[src/rtl/cc_pkg.sv]
// Shared types and constants for the cache-controller line-fill deserializer.
package cc_pkg;

   localparam int DATA_W   = 64;
   localparam int BEATS    = 8;
   localparam int OFFSET_W = 6;
   localparam int LINE_W   = DATA_W * BEATS;
   localparam int IDX_W    = $clog2(BEATS);
   localparam int BYTE_SH  = $clog2(DATA_W / 8);
   localparam logic [IDX_W-1:0] LAST_CNT = IDX_W'(BEATS - 1);

   typedef enum logic [1:0] {
      IDLE,
      COLLECT,
      PUSH
   } state_t;

   typedef struct packed {
      logic [OFFSET_W-1:0] offset;
      logic [LINE_W-1:0]   line;
   } fill_entry_t;

endpackage

[src/rtl/cc_deser_line_buf.sv]
// Line assembly buffer: BEATS words of DATA_W bits, single indexed write port,
// whole line visible on a flat read port.
module cc_deser_line_buf #(
   parameter int DATA_W = 64,
   parameter int BEATS  = 8,
   parameter int IDX_W  = $clog2(BEATS)
) (
   input  logic                      clk,
   input  logic                      rst,
   input  logic                      wr_en,
   input  logic [IDX_W-1:0]          wr_idx,
   input  logic [DATA_W-1:0]         wr_data,
   output logic [DATA_W*BEATS-1:0]   line
);

   logic [DATA_W-1:0] words [BEATS];

   always_ff @(posedge clk or posedge rst) begin
      if (rst) begin
         for (int k = 0; k < BEATS; k++) begin
            words[k] <= '0;
         end
      end else if (wr_en) begin
         words[wr_idx] <= wr_data;
      end
   end

   for (genvar g = 0; g < BEATS; g++) begin : g_flat
      assign line[g*DATA_W +: DATA_W] = words[g];
   end

endmodule

[src/rtl/cc_deserializer.sv]
// Line-fill deserializer: rebuilds a critical-word-first wrapping burst into a natural-order
// line and pushes {byte offset, line} to the fill FIFO. Optional check: CC_DESER_PROTOCOL_CHECK_EN.
module cc_deserializer
   import cc_pkg::*;
(
   input  logic                       clk,
   input  logic                       rst,
   input  logic                       off_valid_i,
   input  logic [IDX_W-1:0]           off_i,
   output logic                       off_ready_o,
   input  logic [DATA_W-1:0]          rdata_i,
   input  logic                       rvalid_i,
   input  logic                       rlast_i,
   output logic                       rready_o,
   input  logic                       fifo_full_i,
   output logic                       fifo_wren_o,
   output logic [OFFSET_W+LINE_W-1:0] fifo_wdata_o,
   output logic                       err_o
);

   state_t           state_q, state_d;
   logic [IDX_W-1:0] cnt_q;
   logic [IDX_W-1:0] off_q;
   logic [IDX_W-1:0] wr_idx;
   logic             beat_acc;
   logic [LINE_W-1:0] line;
   fill_entry_t      entry;

   assign beat_acc = rvalid_i & rready_o;
   // Wrapping placement: beat n of the burst lands in word (critical + n) mod BEATS.
   assign wr_idx   = off_q + cnt_q;

   always_comb begin
      state_d     = state_q;
      off_ready_o = 1'b0;
      rready_o    = 1'b0;
      fifo_wren_o = 1'b0;
      case (state_q)
         IDLE: begin
            off_ready_o = 1'b1;
            if (off_valid_i) state_d = COLLECT;
         end
         COLLECT: begin
            rready_o = 1'b1;
            if (rvalid_i && cnt_q == LAST_CNT) state_d = PUSH;
         end
         PUSH: begin
            fifo_wren_o = !fifo_full_i;
            if (!fifo_full_i) state_d = IDLE;
         end
         default: state_d = IDLE;
      endcase
   end

   always_ff @(posedge clk or posedge rst) begin
      if (rst) begin
         state_q <= IDLE;
         cnt_q   <= '0;
         off_q   <= '0;
      end else begin
         state_q <= state_d;
         if (state_q == IDLE && off_valid_i) begin
            off_q <= off_i;
            cnt_q <= '0;
         end else if (beat_acc) begin
            cnt_q <= cnt_q + IDX_W'(1);
         end
      end
   end

   cc_deser_line_buf #(
      .DATA_W (DATA_W),
      .BEATS  (BEATS),
      .IDX_W  (IDX_W)
   ) u_line_buf (
      .clk     (clk),
      .rst     (rst),
      .wr_en   (beat_acc),
      .wr_idx  (wr_idx),
      .wr_data (rdata_i),
      .line    (line)
   );

   // Byte offset of the critical word within the line.
   assign entry.offset = OFFSET_W'(off_q) << BYTE_SH;
   assign entry.line   = line;
   assign fifo_wdata_o = entry;

`ifdef CC_DESER_PROTOCOL_CHECK_EN
   logic err_q;

   always_ff @(posedge clk or posedge rst) begin
      if (rst) begin
         err_q <= 1'b0;
      end else if (beat_acc && (rlast_i != (cnt_q == LAST_CNT))) begin
         err_q <= 1'b1;
      end
   end

   assign err_o = err_q;
`else
   logic unused_rlast;
   assign unused_rlast = rlast_i;
   assign err_o        = 1'b0;
`endif

endmodule

[config.mk]
export PLATFORM = sky130hd
export DESIGN_NAME = cc_deserializer
export DESIGN_NICKNAME = d
export VERILOG_FILES = /design/src/rtl/cc_pkg.sv /design/src/rtl/cc_deser_line_buf.sv /design/src/rtl/cc_deserializer.sv
export SDC_FILE = /design/constraint.sdc
export NUM_CORES = 1
export LEC_CHECK = 0
export CAP_MARGIN = 20
export CORE_AREA = 2 2 233 235
export DETAILED_ROUTE_END_ITERATION = 12
export DIE_AREA = 0 0 235 237
export PLACE_DENSITY = 0.67
export SYNTH_ARGS = -nofsm -noshare
export SYNTH_HDL_FRONTEND = slang
export SYNTH_SLANG_ARGS = --single-unit
[constraint.sdc]
create_clock -name clk -period 23.5 [get_ports clk]
set_input_delay 4.7 -clock clk [delete_from_list [all_inputs] [get_ports clk]]
set_output_delay 4.7 -clock clk [all_outputs]
set_load 0.01 [all_outputs]
Figure 1. M2 wires.
Cells faint in the background.
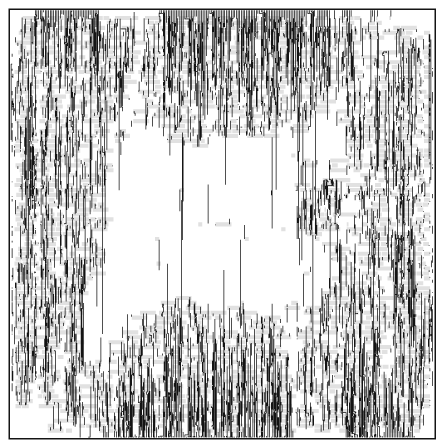
share of all routed wire: 48%
main direction: vertical
wire length on this layer: 27.2 mm
nets with wire on the layer: 1789
via count: 12101
met2 usage: 32.69%

Figure 2. Sequential cells grouped by signal name.
Other sequential cells in the stronger grey, the rest of the logic in the fainter grey.
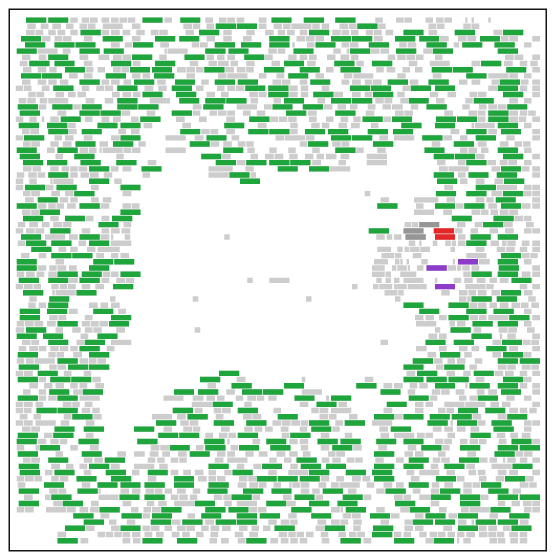
legend:
  green:
    name_in_the_netlist: u_line_buf.line
    placed_flops: 512
    where: widely spread
  purple:
    name_in_the_netlist: off_q
    placed_flops: 3
  red:
    name_in_the_netlist: state_q
    placed_flops: 2
not coloured: 3
seq pwr: 1.60 mW
register area: 13010 sq um

[worst min path at each step]
stage,to,startpoint,cells after the start
after floorplan,cnt_q[1],cnt_q[1],1
after global placement,u_line_buf.line[242],u_line_buf.line[242],1
after detailed placement,u_line_buf.line[279],u_line_buf.line[279],1
after CTS,u_line_buf.line[54],u_line_buf.line[54],1
after global routing,u_line_buf.line[369],u_line_buf.line[369],1
final,u_line_buf.line[279],u_line_buf.line[279],1
[worst max-delay path, cell delays in order]
cell	delay, ps
clkdlybuf4s50_1	460
nor2b_1	160
clkdlybuf4s50_1	550
[registers in the layout (all words and copies together), names as in the netlist]
| register | count |
|---|---|
| off_q | 3 |
| u_line_buf.line | 512 |
| state_q | 2 |
| cnt_q | 3 |
[cells in the final DEF, fill, tap and decap left out, types with 2 or more instances in the layout]
cell type,instances
clkinvlp_4,2
nand3_4,2
nor2b_1,5
clkinv_2,4
nor3_4,6
clkbuf_8,10
mux2_2,473
inv_1,4
bufinv_16,2
clkbuf_16,57
clkbuf_1,18
dfrtp_1,520
ha_1,3
mux2_1,43
a22o_1,5
buf_4,19
clkdlybuf4s50_1,589
conb_1,4
[layout make-up]
class | count | area (sq um)
sequential | 520 | 13010
inverter | 5 | 26.28
timing repair buffer | 609 | 6066
antenna | 1 | 2.502
tap | 696 | 870.8
clock buffer | 85 | 1632
fill | 4460 | 25370
clock inverter | 8 | 95.09
multi-input combinational | 554 | 6207
[cells by family (layout without fill, tap and decap cells)]
logic type / after synthesis / after routing
buffers and inverters: 58 / 707
muxes: 516 / 516
xor gates and xnor gates: 2 / 2
adders and majority gates: 4 / 4
other: 1 / 5
AOI/OAI and AO/OA: 8 / 8
and+or+nand+nor: 20 / 20
DFF: 520 / 520
[routing by layer]
layer	global-route usage, %	vias to the layer above	routed length (microns)
li1	-	5244	-
met1	25.28	6312	23440
met4	7.422	0	1797
met5	0	-	0
met2	32.69	442	27170
met3	6.692	103	4450
[power by group through the flow]
stage / Combinational, mW / Clock [mW] / Sequential [mW]
global route: 2.39 / 0.894 / 1.66
detailed placement: 2.29 / 0 / 1.61
floorplan: 0.848 / 0 / 1.80
global placement: 2.26 / 0 / 1.58
finish: 2.27 / 0.831 / 1.60
CTS: 2.30 / 0.858 / 1.60
[per-stage QoR]
stage,instances,setup WS (ps)
floorplan,1132,4273
global placement,2383,12970
detailed placement,2383,12940
CTS,2476,12930
global route,2478,12900
finish,2478,12930
==> results.cfg <==
; physical design summary
[outcome]
outcome = finished, final reports clean

[clocking]
clockRootBuffer = clkbuf_16
cts_made_buffers = 54
clock_latency_ps = 590
cts_hold_buf = 0
clkSlewWorstSetupHoldPaths_ps = 60
cts_max_path_buffers = 3
cts_max_level = 2
cts_setup_buffers = 0
cts_resized = 0
cts_tree = done
clock_sinks = 520

[power]
p_sw_share_pct = 32.35
leakage_nw = 11.74
pwr-share-comb_pct = 48.3
powerDensity_nw_per_um2 = 168.3
p_clk_share_pct = 17.7
pwr-share-seq_pct = 34.0
p_switching_mw = 1.519
max-vdd-ir-drop_v = 0.00007665
power_mw = 4.696
power.internal_mw = 3.177

[synthesis]
synthMostInstantiatedCell = dfrtp_1
ys_sh_simple_pct = 0.9343
yosys_warnings = 0
ys_chip_area_sq_um = 19550
edf_count = 0
synthFlopType = dfrtp_1
syn_avg_cell_area_sq_um = 17.32
synth_xor_xnor_area_share_pct = 0.2496
synthAdderAreaFrac_pct = 0.2944
ys_sh_aoi_pct = 0.3456
yosysTopAreaCellShare_pct = 66.56
ys_ff = 520
common_cells = dfrtp_1, mux2_2, mux2_1
synth-async-reset-ratio_pct = 100.0
topCellsByArea = dfrtp_1, mux2_2, mux2_1, buf_2, buf_6
yosysTopAreaCell = dfrtp_1
yosysUniqueCellTypes = 27
ys_seq_share_pct = 66.56
synth_area_sq_um = 19550
top_logic_kind = multiplexers
synth_cells = 1129
ys_cells = 1129
mux_share_pct = 29.72

[final_timing]
relSlewSlack_pct = 29.69
period_needed_ps = 10570
finalSetupTns_ps = 0
rsz0062_at_grt = no
tightestPinTransition_ps = 1055
finalHoldWorstSlack_ps = 484.1
slew_violations = 0
finalHoldViolations = 0
fmax_mhz = 94.65
setup_viol = 0
finClkSkew_ps = 14.84
post-route-period-util_pct = 44.96

[setup_path]
path_class = primary input to output pin
cp-end-kind = output pin
crit_path_end = fifo_wren_o
required_ps = 18800
reg2reg_depth = 7
rr_endpoint = u_line_buf.line[36]
crit_path_start = fifo_full_i
cp-start-kind = primary input
r2r_start = cnt_q[0]
cp_data_arrival_time_ps = 5870
rrSetupSlack_ps = 19900
crit_fanout = 2

[detailed_routing]
ant_nets = 0
wl_per_cell_microns = 22.95
detail_route.vias_per_cell = 4.883
drc = 0
routed_wl_mm = 56.86
drt-pass1-iter-count = 4
drt_iter0_drc = 510

[worst_hold_path]
hold_path.class = flip-flop to flip-flop

[global_routing]
grt_pass1_wl_mm = 85.35
antenna_found_initial = 3
grt_overflow_total = 0
grt_pass1_vias = 12940
grt_max_degree = 111
grt_usage_pct = 20.20

[final_layout]
drive_gt1_share_pct = 32.51
fin_util_pct = 52.38
final_nets = 1821
finalInstanceArea_sq_um = 27910
area_growth_pct = 42.76

[placement]
place_area_sq_um = 26160
hpwl_mm = 38.26
gp_congestion = 0.7744
io_buffers = 589

[floorplanning]
chipArea_sq_um = 55700
die_height_microns = 237
ioPinCount = 595
core_area_sq_um = 53280
rows = 85
die_w_microns = 235
fp_util_pct = 36.69

[job]
drv_cap = 0
warnings = 29
Power and IR drop assume default switching activity.
